--- config.mk ---
export PLATFORM = sky130hd
export DESIGN_NAME = uart_csr_bank_flat
export DESIGN_NICKNAME = d
export VERILOG_FILES = /design/src/rtl/uart_csr_bank_pkg.sv /design/src/rtl/uart_csr_bank_if.sv /design/src/rtl/uart_csr_chan.sv /design/src/rtl/uart_csr_bank.sv /design/src/flat_wrapper.sv
export SDC_FILE = /design/constraint.sdc
export NUM_CORES = 1
export LEC_CHECK = 0
export ABC_AREA = 1
export ABC_CLOCK_PERIOD_IN_PS = 4200
export CORE_MARGIN = 2
export CORE_UTILIZATION = 56
export DETAILED_ROUTE_END_ITERATION = 10
export HOLD_SLACK_MARGIN = 0.03
export PLACE_DENSITY_LB_ADDON = 0.2
export SLEW_MARGIN = 20
export SYNTH_ARGS = -nofsm -noshare
export SYNTH_HDL_FRONTEND = slang
export SYNTH_HIERARCHICAL = 1
export SYNTH_SLANG_ARGS = --single-unit
--- constraint.sdc ---
create_clock -name clk -period 4.2 [get_ports clk]
set_input_delay 0.84 -clock clk [delete_from_list [all_inputs] [get_ports clk]]
set_output_delay 0.84 -clock clk [all_outputs]
set_load 0.005 [all_outputs]
--- src/rtl/uart_csr_bank_pkg.sv ---
// Shared types and constants for the multi-channel UART CSR bank.
// Optional feature macro: UART_CSR_ERR_RESP_EN (error responses on illegal accesses).
package uart_csr_bank_pkg;

    // Register index within a channel's 4-word window
    localparam logic [1:0] REG_BAUD   = 2'd0;
    localparam logic [1:0] REG_CTRL   = 2'd1;
    localparam logic [1:0] REG_STATUS = 2'd2;
    localparam logic [1:0] REG_INTEN  = 2'd3;

    // STATUS_0 bit positions
    localparam int unsigned ST_BUSY   = 0;
    localparam int unsigned ST_PARITY = 1;
    localparam int unsigned ST_DBITS  = 2;
    localparam int unsigned ST_PEND   = 3;

    typedef enum logic {
        PARITY_EVEN = 1'b0,
        PARITY_ODD  = 1'b1
    } parity_e;

    typedef struct packed {
        logic [3:0] data_bits;
        parity_e    parity;
        logic       parity_en;
    } ctrl_t;

    typedef struct packed {
        logic dbits_en;
        logic parity_en;
    } int_en_t;

    typedef enum logic {
        S_IDLE = 1'b0,
        S_RESP = 1'b1
    } state_t;

    // Legal UART frame sizes are 5..9 data bits
    function automatic logic data_bits_ok(input logic [3:0] d);
        return (d >= 4'd5) && (d <= 4'd9);
    endfunction

endpackage

--- src/rtl/uart_csr_bank_if.sv ---
// Request/response CSR bus between the system and the UART CSR bank.
// Optional feature macro: UART_CSR_ERR_RESP_EN adds csr_err_o.
interface uart_csr_bank_if
    import uart_csr_bank_pkg::*;
#(
    parameter int unsigned AW = 3,
    parameter int unsigned DW = 32
);
    logic          csr_req_i;
    logic          csr_we_i;
    logic [AW-1:0] csr_addr_i;
    logic [DW-1:0] csr_wdata_i;
    logic          csr_ready_o;
    logic          csr_rvalid_o;
    logic [DW-1:0] csr_rdata_o;
`ifdef UART_CSR_ERR_RESP_EN
    logic          csr_err_o;

    modport master (
        output csr_req_i, csr_we_i, csr_addr_i, csr_wdata_i,
        input  csr_ready_o, csr_rvalid_o, csr_rdata_o, csr_err_o
    );
    modport slave (
        input  csr_req_i, csr_we_i, csr_addr_i, csr_wdata_i,
        output csr_ready_o, csr_rvalid_o, csr_rdata_o, csr_err_o
    );
`else
    modport master (
        output csr_req_i, csr_we_i, csr_addr_i, csr_wdata_i,
        input  csr_ready_o, csr_rvalid_o, csr_rdata_o
    );
    modport slave (
        input  csr_req_i, csr_we_i, csr_addr_i, csr_wdata_i,
        output csr_ready_o, csr_rvalid_o, csr_rdata_o
    );
`endif
endinterface

--- src/rtl/uart_csr_chan.sv ---
// One UART channel: shadow/active config with busy deferral, sticky W1C
// error bits, interrupt enables and a registered interrupt.
module uart_csr_chan
    import uart_csr_bank_pkg::*;
#(
    parameter int unsigned DATA_WIDTH = 32,
    parameter int unsigned BAUD_RST   = 5208,
    parameter logic [5:0]  CTRL_RST   = 6'b100011
)(
    input  logic                  clk,
    input  logic                  rst_n,
    input  logic                  wr_en_i,
    input  logic [1:0]            reg_idx_i,
    input  logic [DATA_WIDTH-1:0] wdata_i,
    input  logic                  busy_i,
    input  logic                  parity_err_i,
    input  logic                  dbits_err_i,
    output logic [DATA_WIDTH-1:0] baud_shadow_o,
    output ctrl_t                 ctrl_shadow_o,
    output int_en_t               int_en_o,
    output logic [3:0]            status_o,
    output logic [DATA_WIDTH-1:0] cfg_baud_o,
    output ctrl_t                 cfg_ctrl_o,
    output logic                  irq_o
);
    logic [DATA_WIDTH-1:0] baud_sh_q, baud_sh_d, baud_act_q;
    ctrl_t                 ctrl_sh_q, ctrl_sh_d, ctrl_act_q;
    int_en_t               int_en_q, int_en_d;
    logic                  par_q, par_d, dbits_q, dbits_d, pend_q, pend_d, irq_q;
    logic                  cfg_wr, par_clr, dbits_clr;

    // Decode the write; a hw pulse overrides a simultaneous W1C clear
    always_comb begin
        baud_sh_d = baud_sh_q;
        ctrl_sh_d = ctrl_sh_q;
        int_en_d  = int_en_q;
        cfg_wr    = 1'b0;
        par_clr   = 1'b0;
        dbits_clr = 1'b0;
        if (wr_en_i) begin
            case (reg_idx_i)
                REG_BAUD: begin
                    baud_sh_d = wdata_i;
                    cfg_wr    = 1'b1;
                end
                REG_CTRL: begin
                    ctrl_sh_d = ctrl_t'(wdata_i[5:0]);
                    cfg_wr    = 1'b1;
                end
                REG_STATUS: begin
                    par_clr   = wdata_i[ST_PARITY];
                    dbits_clr = wdata_i[ST_DBITS];
                end
                default: int_en_d = int_en_t'(wdata_i[1:0]);
            endcase
        end
        par_d   = parity_err_i | (par_q & ~par_clr);
        dbits_d = dbits_err_i | (dbits_q & ~dbits_clr);
        pend_d  = busy_i & (pend_q | cfg_wr);
    end

    // Active config follows the shadow on every idle cycle; while idle and not
    // pending the two are equal, so this covers both direct and deferred writes
    always_ff @(posedge clk) begin
        if (!rst_n) begin
            baud_sh_q  <= DATA_WIDTH'(BAUD_RST);
            baud_act_q <= DATA_WIDTH'(BAUD_RST);
            ctrl_sh_q  <= ctrl_t'(CTRL_RST);
            ctrl_act_q <= ctrl_t'(CTRL_RST);
            int_en_q   <= '0;
            par_q      <= 1'b0;
            dbits_q    <= 1'b0;
            pend_q     <= 1'b0;
            irq_q      <= 1'b0;
        end else begin
            baud_sh_q <= baud_sh_d;
            ctrl_sh_q <= ctrl_sh_d;
            int_en_q  <= int_en_d;
            par_q     <= par_d;
            dbits_q   <= dbits_d;
            pend_q    <= pend_d;
            if (!busy_i) begin
                baud_act_q <= baud_sh_d;
                ctrl_act_q <= ctrl_sh_d;
            end
            irq_q <= (par_q & int_en_q.parity_en) | (dbits_q & int_en_q.dbits_en);
        end
    end

    assign baud_shadow_o = baud_sh_q;
    assign ctrl_shadow_o = ctrl_sh_q;
    assign int_en_o      = int_en_q;
    assign status_o      = {pend_q, dbits_q, par_q, busy_i};
    assign cfg_baud_o    = baud_act_q;
    assign cfg_ctrl_o    = ctrl_act_q;
    assign irq_o         = irq_q;

endmodule

--- src/rtl/uart_csr_bank.sv ---
// Multi-channel UART CSR bank: two-state bus FSM, read mux, NUM_CH channels.
// Optional feature macro: UART_CSR_ERR_RESP_EN (error response, errored writes dropped).
module uart_csr_bank
    import uart_csr_bank_pkg::*;
#(
    parameter int unsigned NUM_CH     = 2,
    parameter int unsigned DATA_WIDTH = 32,
    parameter int unsigned BAUD_RST   = 5208,
    parameter logic [5:0]  CTRL_RST   = 6'b100011
)(
    input  logic                         clk,
    input  logic                         rst_n,
    uart_csr_bank_if.slave               csr,
    input  logic [NUM_CH-1:0]            hw_busy_i,
    input  logic [NUM_CH-1:0]            hw_parity_err_i,
    input  logic [NUM_CH-1:0]            hw_dbits_err_i,
    output logic [NUM_CH*DATA_WIDTH-1:0] cfg_baud_o,
    output logic [NUM_CH*6-1:0]          cfg_ctrl_o,
    output logic [NUM_CH-1:0]            irq_o
);
    localparam int unsigned AW = $clog2(NUM_CH) + 2;

    state_t                state_q;
    logic                  ready_q, rvalid_q;
    logic [DATA_WIDTH-1:0] rdata_q;
`ifdef UART_CSR_ERR_RESP_EN
    logic                  err_q;
`endif

    logic [AW-1:0]         ch_sel;
    logic [1:0]            reg_idx;
    logic                  accept, err_c;
    logic [DATA_WIDTH-1:0] rd_mux;
    logic [NUM_CH-1:0]     wr_en;

    logic [DATA_WIDTH-1:0] baud_sh [NUM_CH];
    ctrl_t                 ctrl_sh [NUM_CH];
    int_en_t               int_en  [NUM_CH];
    logic [3:0]            status  [NUM_CH];

    assign ch_sel  = csr.csr_addr_i >> 2;
    assign reg_idx = csr.csr_addr_i[1:0];
    assign accept  = (state_q == S_IDLE) && csr.csr_req_i;

`ifdef UART_CSR_ERR_RESP_EN
    // Flag out-of-range channels, writes touching RO status bits, illegal frame sizes
    always_comb begin
        err_c = !(ch_sel < AW'(NUM_CH));
        if (csr.csr_we_i && reg_idx == REG_STATUS &&
            (csr.csr_wdata_i[ST_BUSY] || csr.csr_wdata_i[ST_PEND]))
            err_c = 1'b1;
        if (csr.csr_we_i && reg_idx == REG_CTRL && !data_bits_ok(csr.csr_wdata_i[5:2]))
            err_c = 1'b1;
    end
`else
    assign err_c = 1'b0;
`endif

    // Per-channel write strobe at the accepting edge; out-of-range matches nothing
    always_comb begin
        for (int unsigned c = 0; c < NUM_CH; c++)
            wr_en[c] = accept && csr.csr_we_i && !err_c && (ch_sel == AW'(c));
    end

    // Read mux over the addressed channel; unmatched channels read 0
    always_comb begin
        rd_mux = '0;
        for (int unsigned c = 0; c < NUM_CH; c++) begin
            if (ch_sel == AW'(c)) begin
                case (reg_idx)
                    REG_BAUD:   rd_mux = baud_sh[c];
                    REG_CTRL:   rd_mux = DATA_WIDTH'(ctrl_sh[c]);
                    REG_STATUS: rd_mux = DATA_WIDTH'(status[c]);
                    default:    rd_mux = DATA_WIDTH'(int_en[c]);
                endcase
            end
        end
    end

    // Bus FSM: accept in IDLE, one-cycle response strobe in RESP
    always_ff @(posedge clk) begin
        if (!rst_n) begin
            state_q  <= S_IDLE;
            ready_q  <= 1'b1;
            rvalid_q <= 1'b0;
            rdata_q  <= '0;
`ifdef UART_CSR_ERR_RESP_EN
            err_q    <= 1'b0;
`endif
        end else begin
            case (state_q)
                S_IDLE: begin
                    if (csr.csr_req_i) begin
                        state_q  <= S_RESP;
                        ready_q  <= 1'b0;
                        rvalid_q <= 1'b1;
                        rdata_q  <= csr.csr_we_i ? '0 : rd_mux;
`ifdef UART_CSR_ERR_RESP_EN
                        err_q    <= err_c;
`endif
                    end
                end
                default: begin
                    state_q  <= S_IDLE;
                    ready_q  <= 1'b1;
                    rvalid_q <= 1'b0;
                    rdata_q  <= '0;
`ifdef UART_CSR_ERR_RESP_EN
                    err_q    <= 1'b0;
`endif
                end
            endcase
        end
    end

    assign csr.csr_ready_o  = ready_q;
    assign csr.csr_rvalid_o = rvalid_q;
    assign csr.csr_rdata_o  = rdata_q;
`ifdef UART_CSR_ERR_RESP_EN
    assign csr.csr_err_o    = err_q;
`endif

    for (genvar g = 0; g < NUM_CH; g++) begin : g_ch
        uart_csr_chan #(
            .DATA_WIDTH (DATA_WIDTH),
            .BAUD_RST   (BAUD_RST),
            .CTRL_RST   (CTRL_RST)
        ) u_chan (
            .clk           (clk),
            .rst_n         (rst_n),
            .wr_en_i       (wr_en[g]),
            .reg_idx_i     (reg_idx),
            .wdata_i       (csr.csr_wdata_i),
            .busy_i        (hw_busy_i[g]),
            .parity_err_i  (hw_parity_err_i[g]),
            .dbits_err_i   (hw_dbits_err_i[g]),
            .baud_shadow_o (baud_sh[g]),
            .ctrl_shadow_o (ctrl_sh[g]),
            .int_en_o      (int_en[g]),
            .status_o      (status[g]),
            .cfg_baud_o    (cfg_baud_o[g*DATA_WIDTH +: DATA_WIDTH]),
            .cfg_ctrl_o    (cfg_ctrl_o[g*6 +: 6]),
            .irq_o         (irq_o[g])
        );
    end

endmodule

--- src/flat_wrapper.sv ---
// flat-port wrapper written by rule: the top's interface ports become plain ports
module uart_csr_bank_flat import uart_csr_bank_pkg::*;
#(
    parameter int unsigned NUM_CH     = 2,
    parameter int unsigned DATA_WIDTH = 32,
    parameter int unsigned BAUD_RST   = 5208,
    parameter logic [5:0]  CTRL_RST   = 6'b100011
)
  (clk, rst_n, hw_busy_i, hw_parity_err_i, hw_dbits_err_i, cfg_baud_o, cfg_ctrl_o, irq_o, csr_csr_req_i, csr_csr_we_i, csr_csr_addr_i, csr_csr_wdata_i, csr_csr_ready_o, csr_csr_rvalid_o, csr_csr_rdata_o);
  uart_csr_bank_if #(.AW(4), .DW(32)) csr_i ();
  input  logic clk;
  input  logic rst_n;
  input  logic [NUM_CH-1:0] hw_busy_i;
  input  logic [NUM_CH-1:0] hw_parity_err_i;
  input  logic [NUM_CH-1:0] hw_dbits_err_i;
  output logic [NUM_CH*DATA_WIDTH-1:0] cfg_baud_o;
  output logic [NUM_CH*6-1:0] cfg_ctrl_o;
  output logic [NUM_CH-1:0] irq_o;
  input wire logic [$bits(csr_i.csr_req_i)-1:0] csr_csr_req_i;
  input wire logic [$bits(csr_i.csr_we_i)-1:0] csr_csr_we_i;
  input wire logic [$bits(csr_i.csr_addr_i)-1:0] csr_csr_addr_i;
  input wire logic [$bits(csr_i.csr_wdata_i)-1:0] csr_csr_wdata_i;
  output wire logic [$bits(csr_i.csr_ready_o)-1:0] csr_csr_ready_o;
  output wire logic [$bits(csr_i.csr_rvalid_o)-1:0] csr_csr_rvalid_o;
  output wire logic [$bits(csr_i.csr_rdata_o)-1:0] csr_csr_rdata_o;
  assign csr_i.csr_req_i = csr_csr_req_i;
  assign csr_i.csr_we_i = csr_csr_we_i;
  assign csr_i.csr_addr_i = csr_csr_addr_i;
  assign csr_i.csr_wdata_i = csr_csr_wdata_i;
  assign csr_csr_ready_o = csr_i.csr_ready_o;
  assign csr_csr_rvalid_o = csr_i.csr_rvalid_o;
  assign csr_csr_rdata_o = csr_i.csr_rdata_o;
  uart_csr_bank #(.NUM_CH(NUM_CH), .DATA_WIDTH(DATA_WIDTH), .BAUD_RST(BAUD_RST), .CTRL_RST(CTRL_RST)) u_core (.clk(clk), .rst_n(rst_n), .csr(csr_i), .hw_busy_i(hw_busy_i), .hw_parity_err_i(hw_parity_err_i), .hw_dbits_err_i(hw_dbits_err_i), .cfg_baud_o(cfg_baud_o), .cfg_ctrl_o(cfg_ctrl_o), .irq_o(irq_o));
endmodule
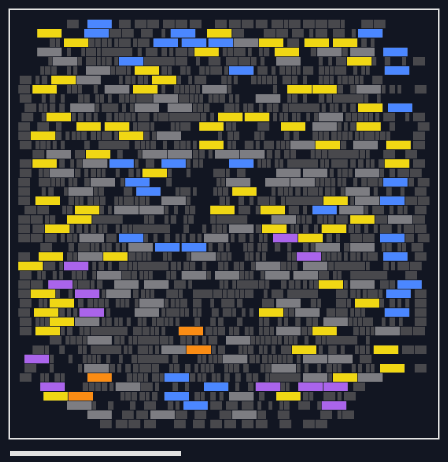
*Register map, names as in the netlist, run 1*
The bar under the picture is 50 µm long. Other sequential cells in the stronger grey, the rest of the logic in the fainter grey.
Key: u_core/g_ch.u_chan/cfg_baud_o = yellow [flops 64, where widely spread]; u_core/g_ch.u_chan/int_en_o = orange [flops 4]; u_core/g_ch.u_chan/cfg_ctrl_o = purple [flops 12]; u_core/csr.csr_rdata_o = blue [flops 32, where widely spread]

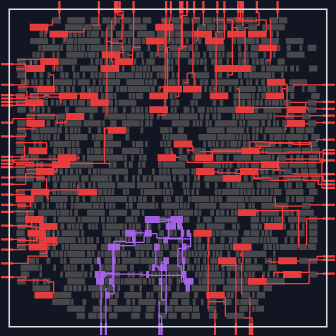
*I/O nets highlighted, run 1*
Key: csr_csr_addr_i = purple [bits 4, direction input, edge south, end cells 37, wire 370 µm]; cfg_baud_o = red [bits 64, direction output, edge 22 west, 20 north, 18 east, 4 south, end cells 64, wire 1950 µm]
number of placed I/O pins: 158
Buffers on Ports: 157

==> impl_metrics.env, run 1 <==
# physical design summary
export IMPL_rsz_0062_raised_after_global_routing="false"
export IMPL_postRouteAntennaNets=0
export IMPL_synth_lib_cells_used_distinct=23
export IMPL_area_of_the_core_mm2=0.0144
export IMPL_netlist_top_cell_by_area="dfxtp_1"
export IMPL_critical_path_top_delay_family="simple AND/OR/NAND/NOR gates"
export IMPL_cts_root_buffer_cell="clkbuf_16"
export IMPL_grt_pass1_wl_mm=36.1
export IMPL_net_switching_power_uw=945
export IMPL_mappedNetlistArea_mm2=0.00822
export IMPL_ir_worst_vdd_v=0.000328
export IMPL_hold_path_class="reg -> reg"
export IMPL_initial_core_util=0.570
export IMPL_layout_top_cell="nand2_1"
export IMPL_ys_seq_share=0.485
export IMPL_yosys_top_cells_area="dfxtp_1, nand2_1, nand3_1"
export IMPL_finalClockSkew_ns=0.00956
export IMPL_synthesis_nets=1168
export IMPL_relSlewSlack=0.303
export IMPL_horizontal_die_dimension_um=125
export IMPL_chip_area_mm2=0.0157
export IMPL_crit_slowest_cell="nor2_4"
export IMPL_worst_setup_hold_path_clk_slew_ns=0.06
export IMPL_clock_tree_buffer_depth=2
export IMPL_timing_critical_path_arrival_ns=3.28
export IMPL_post_route_cell_area_mm2=0.0104
export IMPL_area_growth_synth_to_final_pct=26.1
export IMPL_layout_nets=1292
export IMPL_ctsHtreeMaxLevel=4
export IMPL_intPower_uw=3140
export IMPL_tritoncts_clock_tree="yes"
export IMPL_max_clock_freq_mhz=335
export IMPL_rows=44
export IMPL_final_period_utilization=0.710
export IMPL_crit_path_max_fanout=32
export IMPL_drv_cap=0
export IMPL_outcome="completed"
export IMPL_tightest_slew_ns=1.04
export IMPL_cts_setup_buffers=0
export IMPL_post_route_cells_drive_above_1_share=0.0620
export IMPL_pwr_share_seq=0.482
export IMPL_synth_flops=199
export IMPL_via_per_inst=5.32
export IMPL_cts_sinks=199
export IMPL_synth_largest_type_area_fraction=0.485
export IMPL_drt_iter0_drc=779
export IMPL_worst_path_buf_inv=2
export IMPL_setup_violations_final=0
export IMPL_grt_overflow_total=0
export IMPL_synth_stat_cells=1122
export IMPL_critical_path_cell_chain="clkdlybuf4s50_1 -> nand3_1 -> nor2_1 -> inv_2 -> nor2_4 -> nand3_1 -> nand3_1 -> a21oi_1"
export IMPL_setup_total_negative_slack_ns=0
export IMPL_cts_hold_buffers=0
export IMPL_openroad_warnings=26
export IMPL_switching_share=0.232
export IMPL_critPathMaxStageDelay_ns=0.67
export IMPL_post_synth_cell_area_avg_um2=7.33
export IMPL_drt_pre_antenna_iters=6
export IMPL_cp_common_cell="nand3_1"
export IMPL_post_dp_hpwl_mm=14.4
export IMPL_p_leak_uw=0.00481
export IMPL_p_per_area_mw_per_mm2=394
export IMPL_grt_antenna_before_repair=0
export IMPL_dieHeight_um=125
export IMPL_crit_type="in -> reg"
export IMPL_remaining_drc_errors=0
export IMPL_critPathLaunchType="input port"
export IMPL_placed_area_mm2=0.00973
export IMPL_drv_slew=0
export IMPL_post_cts_resized=0
export IMPL_hold_viol=0
export IMPL_antenna_diode_count=0
export IMPL_final_layout_top_logic_cells="nand2_1, dfxtp_1, inv_1, clkdlybuf4s50_1, nand3_1"
export IMPL_worstPathRequired_ns=4.50
export IMPL_p_comb_frac=0.088
export IMPL_first_global_vias=7140
export IMPL_grt_start_max_net_pins=36
export IMPL_clkLatencyLatePin_ns=0.44
export IMPL_synth_chip_area_mm2=0.00822
export IMPL_timing_critical_path_to_type="flip-flop"
export IMPL_gp_congestion=0.890
export IMPL_cts_buffers_inserted=17
export IMPL_clock_power_share=0.430
export IMPL_min_period_ns=2.98
export IMPL_n_fill_cell=1172
export IMPL_synth_cells=1122
export IMPL_synthesis_yosys_warnings=6
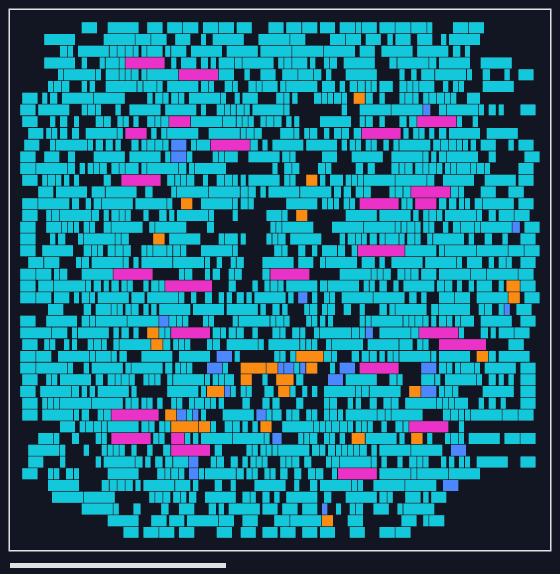
*Cell sizes after repair, run 1*
The bar under the picture is 50 µm long.
Key: x6 and larger = magenta [cells 25, share 2.0%, most used clkbuf_16]; x1 and smaller = cyan [cells 1181, share 94%, most used nand2_1]; x3 and x4 = orange [cells 26, share 2.1%, most used buf_4]; x2 = blue [cells 27, share 2.1%, most used nand3_2]

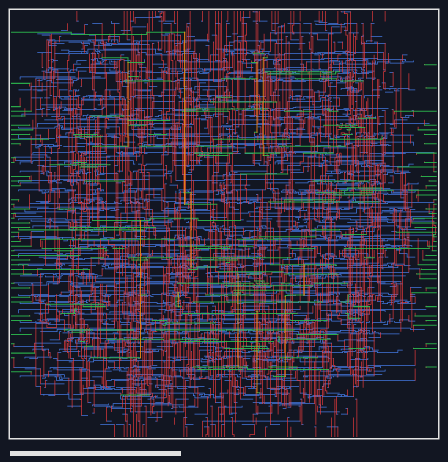
*Metal layers overlaid, run 1*
The bar under the picture is 50 µm long.
Key: M2 = red [wire length 10600 µm]; M3 = green [wire length 1950 µm]; M1 = blue [wire length 9910 µm]; M4 = orange [wire length 273 µm]
combined global-route utilization of all metal layers: 0.288
sum of routed wire length over all layers: 22.7 mm
average wire length per cell after detail routing: 15.7 µm
total number of vias: 7676

-- run 1: tightest hold or removal path, delay by kind of cell, from the launching register on --
| kind | cells | cell delay (ns) |
|---|---|---|
| and+or+nand+nor | 2 | 0.09 |
| DFF | 1 | 0.31 |
-- run 1: layer usage --
metal / track usage / routed length, µm
met5: 0 / 0
met4: 0.0935 / 272
met3: 0.0449 / 1950
met2: 0.459 / 10600
met1: 0.402 / 9910
-- run 1: through the flow --
stage                     setup WS, ns  std cells  total power (µW)  hold slack [ns]  utilization
after floorplan                   1.94       1122              2180            0.426            -
after global placement           0.909       1411              2360            0.432        0.674
after detailed placement         0.817       1411              2360            0.439        0.674
after CTS                         1.26       1443              4090            0.450        0.719
after global routing              1.10       1443              4210            0.470        0.719
final                             1.22       1443              4080            0.446        0.719
-- run 1: synth_stat cells, drive strengths merged --
library cell,n
o21ai,12
nor3,1
buf,39
nand2,266
or2,5
nor2,89
a21oi,106
inv,184
nand3,160
clkbuf,29
nand4,4
dfxtp,199
clkinv,2
a22o,26
-- run 1: final cells by class --
class | count | area [µm²] | share of cell area
Clock buffer | 21 | 470 | 0.0454
Clock inverter | 11 | 170 | 0.0164
Inverter | 186 | 698 | 0.0674
Multi-Input combinational cell | 669 | 3130 | 0.302
Sequential cell | 199 | 3980 | 0.384
Tap cell | 184 | 230 | 0.0222
Timing Repair Buffer | 173 | 1690 | 0.163
-- run 1: final timing paths --
check	to	startpoint	slack, ns	cells past startpoint
worst min-delay path	u_core/g_ch[1].u_chan/cfg_ctrl_o[0]	u_core/g_ch[1].u_chan/cfg_ctrl_o[0]	0.45	2
worst min register to register	u_core/g_ch[1].u_chan/cfg_ctrl_o[0]	u_core/g_ch[1].u_chan/cfg_ctrl_o[0]	0.45	2
worst max register to register	u_core/g_ch[0].u_chan/cfg_baud_o[1]	u_core/state_q	1.77	8
worst max-delay path	u_core/g_ch[0].u_chan/cfg_baud_o[1]	csr_csr_req_i	1.22	8
-- run 1: kinds of logic after synthesis --
family,Yosys count,share of synthesized area
AND-OR/OR-AND,144,0.0995
buffers and inverters,254,0.135
flip-flops,199,0.485
AND/OR/NAND/NOR,525,0.281
-- run 1: state kept, by name, summed over array words and instances, names as in the netlist, 4 cells and up --
signal	count
u_core/csr.csr_rdata_o	32
u_core/g_ch.u_chan/int_en_o	4
u_core/g_ch.u_chan/cfg_baud_o	64
u_core/g_ch.u_chan/cfg_ctrl_o	12
u_core/g_ch.u_chan/ctrl_shadow_o	12
u_core/g_ch.u_chan/baud_shadow_o	64
-- run 1: power by group through the flow --
stage                     registers (µW)  clock network (µW)  logic, µW
after CTS                           1970                1770        358
final                               1970                1760        361
after global placement              2010                   0        352
after floorplan                     2010                   0        174
after global routing                1970                1850        391
after detailed placement            2010                   0        355
### Clock wiring as the flow saved it, run 1

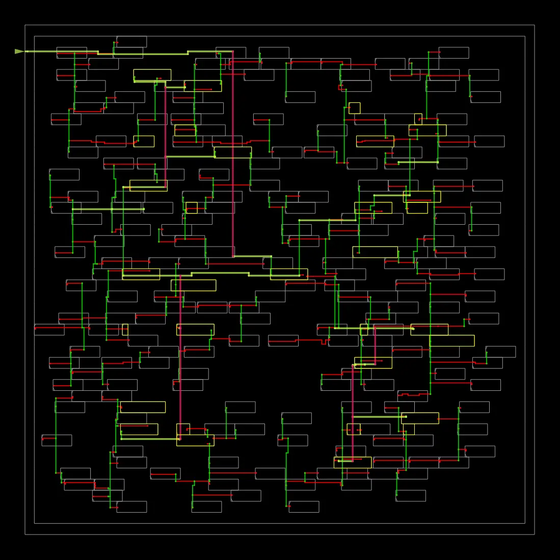

==> run 1 -> run 2 <==
ABC_CLOCK_PERIOD_IN_PS = 2540   (was 4200)
CORE_UTILIZATION = 47   (was 56)
clock period = 2.54 ns   (was 4.2 ns; I/O delays follow)
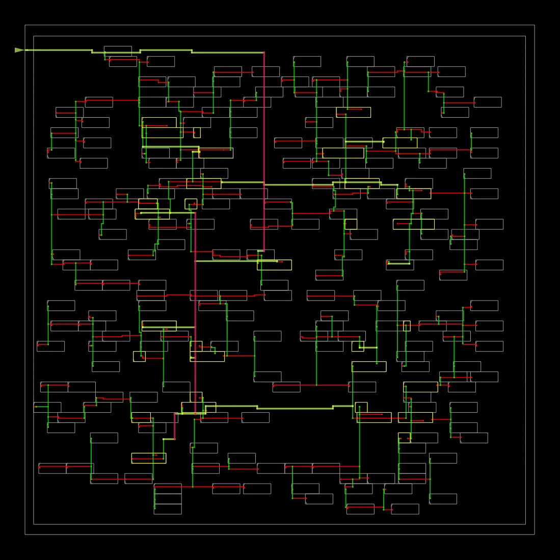
*Clock wiring as the flow saved it, run 2*
Insertion Delay late pin: 0.43 ns
sink count of the clock tree: 199
layout clock buffer count: 19
Max Clock Skew: 0.0109 ns

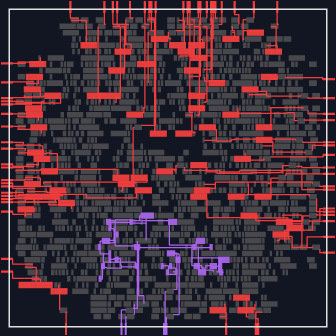
*I/O nets highlighted, run 2*
Key: cfg_baud_o = red [bits 64, direction output, edge 22 north, 21 west, 17 east, 4 south, end cells 64, wire 2180 µm]; csr_csr_addr_i = purple [bits 4, direction input, edge south, end cells 37, wire 461 µm]

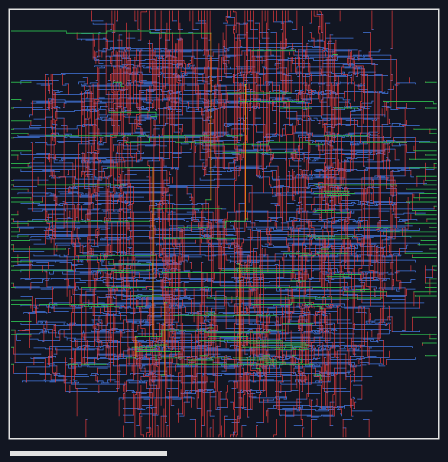
*Metal layers overlaid, run 2*
The bar under the picture is 50 µm long.
Key: M4 = orange [wire length 210 µm]; M2 = red [wire length 10900 µm]; M1 = blue [wire length 10800 µm]; M3 = green [wire length 1780 µm]
sum of routed wire length over all layers: 23.7 mm
combined global-route utilization of all metal layers: 0.257
total number of vias: 7645
average wire length per cell after detail routing: 15.7 µm

==> run 2 against run 1 <==
Against the previous run: largest cell class unchanged; count of clock-buffer cells in the layout decreased by 2; first-iteration DRC count decreased by 6.7%; core utilization decreased by 9.7 points; sequential share of layout area decreased by 1.1 points; combinational power increased by 76%; clock power increased by 61%; clock skew increased by 0.0013 ns; cell count increased by 4.4%; non-clock buffer count increased by 23.
==> impl_metrics.env, run 2 <==
# physical design summary
export IMPL_rows=48
export IMPL_layout_top_cell="nand2_1"
export IMPL_final_layout_top_logic_cells="nand2_1, dfxtp_1, inv_1, clkdlybuf4s50_1, nand3_1"
export IMPL_r2r_end="u_core/g_ch[0].u_chan/cfg_baud_o[11]"
export IMPL_synthesis_yosys_warnings=6
export IMPL_drv_slew=0
export IMPL_p_leak_uw=0.00496
export IMPL_synth_async_reset_ratio=0
export IMPL_hold_depth=2
export IMPL_netlist_top_cell_by_area="dfxtp_1"
export IMPL_min_delay_worst_endpoint="u_core/g_ch[0].u_chan/cfg_ctrl_o[0]"
export IMPL_post_cts_resized=0
export IMPL_and_or_nand_nor_area_frac=0.281
export IMPL_yosys_top_cells_area="dfxtp_1, nand2_1, nand3_1"
export IMPL_drt_iter0_drc=727
export IMPL_sequential_cell_area_mm2=0.00398
export IMPL_synth_flops=199
export IMPL_final_critical_path_setup_slack_ns=0.435
export IMPL_reg2regPathDepth=9
export IMPL_adder_share=0
export IMPL_post_route_cells_drive_above_1_share=0.0788
export IMPL_setup_violations_final=0
export IMPL_ctsHtreeMaxLevel=4
export IMPL_openroad_warnings=26
export IMPL_cts_hold_buffers=0
export IMPL_clock_tree_buffer_depth=2
export IMPL_postRouteAntennaNets=0
export IMPL_cts_root_buffer_cell="clkbuf_16"
export IMPL_post_synth_xor_area_fraction=0
export IMPL_globalRouteMet3Util=0.0466
export IMPL_synth_lib_cells_used_distinct=23
export IMPL_drv_cap=0
export IMPL_relSlewSlack=0.713
export IMPL_synth_cellmix_compoundShare=0.0995
export IMPL_buffer_ports_inserted=157
export IMPL_regToRegStartpoint="u_core/state_q"
export IMPL_timing_critical_path_to_type="flip-flop"
export IMPL_post_dp_hpwl_mm=16.2
export IMPL_post_synth_main_logic_family="simple AND/OR/NAND/NOR gates"
export IMPL_grt_antenna_before_repair=0
export IMPL_synthesis_nets=1168
export IMPL_synth_cells=1122
export IMPL_post_synth_cell_area_avg_um2=7.33
export IMPL_grt_met1_usage=0.358
export IMPL_max_clock_freq_mhz=475
export IMPL_p_per_area_mw_per_mm2=630
export IMPL_timing_hold_worst_start="u_core/g_ch[0].u_chan/cfg_ctrl_o[0]"
export IMPL_chip_area_mm2=0.0186
export IMPL_first_global_vias=7046
export IMPL_ys_dominant_reg_cell="dfxtp_1"
export IMPL_hold_viol=0
export IMPL_antenna_diode_count=0
export IMPL_synth_top_cell_by_count="nand2_1"
export IMPL_mappedNetlistArea_mm2=0.00822
export IMPL_area_growth_synth_to_final_pct=29.8
export IMPL_initial_core_util=0.479
export IMPL_cts_setup_buffers=0
export IMPL_grt_util_met2=0.407
export IMPL_remaining_drc_errors=0
export IMPL_outcome="completed"
export IMPL_tritoncts_clock_tree="yes"
export IMPL_edf_count=0
export IMPL_pre_cts_slack_ns=0.0382
export IMPL_tightest_slew_ns=0.429
export IMPL_setup_total_negative_slack_ns=0
export IMPL_via_per_inst=5.07
export IMPL_final_period_utilization=0.829
export IMPL_grt_overflow_total=0
export IMPL_n_fill_cell=1564
export IMPL_instances_no_fill=1507
export IMPL_area_of_the_core_mm2=0.0172
export IMPL_min_period_ns=2.11
export IMPL_top_level_ports=158
export IMPL_crit_path_max_fanout=12
export IMPL_fin_total_pwr_uw=6720
export IMPL_synth_chip_area_mm2=0.00822
[run 2: routing by layer]
layer | wire length (µm) | vias up | part of all wire
li1 | - | 3776 | -
met1 | 10800 | 3570 | 0.46
met2 | 10900 | 284 | 0.46
met3 | 1780 | 15 | 0.075
met4 | 210 | 0 | 0.0089
met5 | 0 | - | 0
[run 2: cell type report]
type	count	share of cell area
flip-flops and latches	199	0.373
repair buffers	196	0.184
clock inverters	13	0.0159
well taps	225	0.0264
clock buffers	19	0.0424
multi-input cells	669	0.293
inverters	186	0.0654
[run 2: how the worst max path moves through the flow]
stage | start | endpoint | slack (ns) | depth (start not counted)
floorplan | csr_csr_addr_i[2] | u_core/g_ch[0].u_chan/cfg_baud_o[23] | 0.61 | 9
global placement | csr_csr_addr_i[2] | u_core/g_ch[1].u_chan/cfg_baud_o[6] | 0.11 | 12
detailed placement | csr_csr_req_i | u_core/g_ch[0].u_chan/cfg_baud_o[7] | 0.04 | 9
CTS | csr_csr_req_i | u_core/g_ch[0].u_chan/cfg_baud_o[11] | 0.47 | 9
global route | csr_csr_req_i | u_core/g_ch[0].u_chan/cfg_baud_o[13] | 0.36 | 9
finish | csr_csr_req_i | u_core/g_ch[0].u_chan/cfg_baud_o[11] | 0.43 | 9
[run 2: where the power goes]
part           internal [µW]  leakage (µW)  switching, µW
Clock                   1620      0.000308           1220
Combinational            285       0.00303            351
Sequential              3200       0.00162           52.1
Total                   5100       0.00496           1620
[run 2: cells by family after synthesis]
family          count (synthesis)
flops                         199
compound gates                144
simple gates                  525
buf+inv                       254
[run 2: stage by stage]
stage	hold slack, ns	area [µm²]
finish	0.444	10700
global route	0.466	10700
CTS	0.448	10700
detailed placement	0.437	10000
global placement	0.437	10000
floorplan	0.426	8220
[run 2: critical path: stages]
cell,delay [ns]
clkdlybuf4s50_1,0.52
nand3_1,0.20
nor2_1,0.36
inv_2,0.08
nor2_4,0.23
buf_4,0.25
nand3_1,0.10
nand3_1,0.10
a21oi_1,0.07
Power figures rest on the tool's default switching activity, not on a simulated workload.
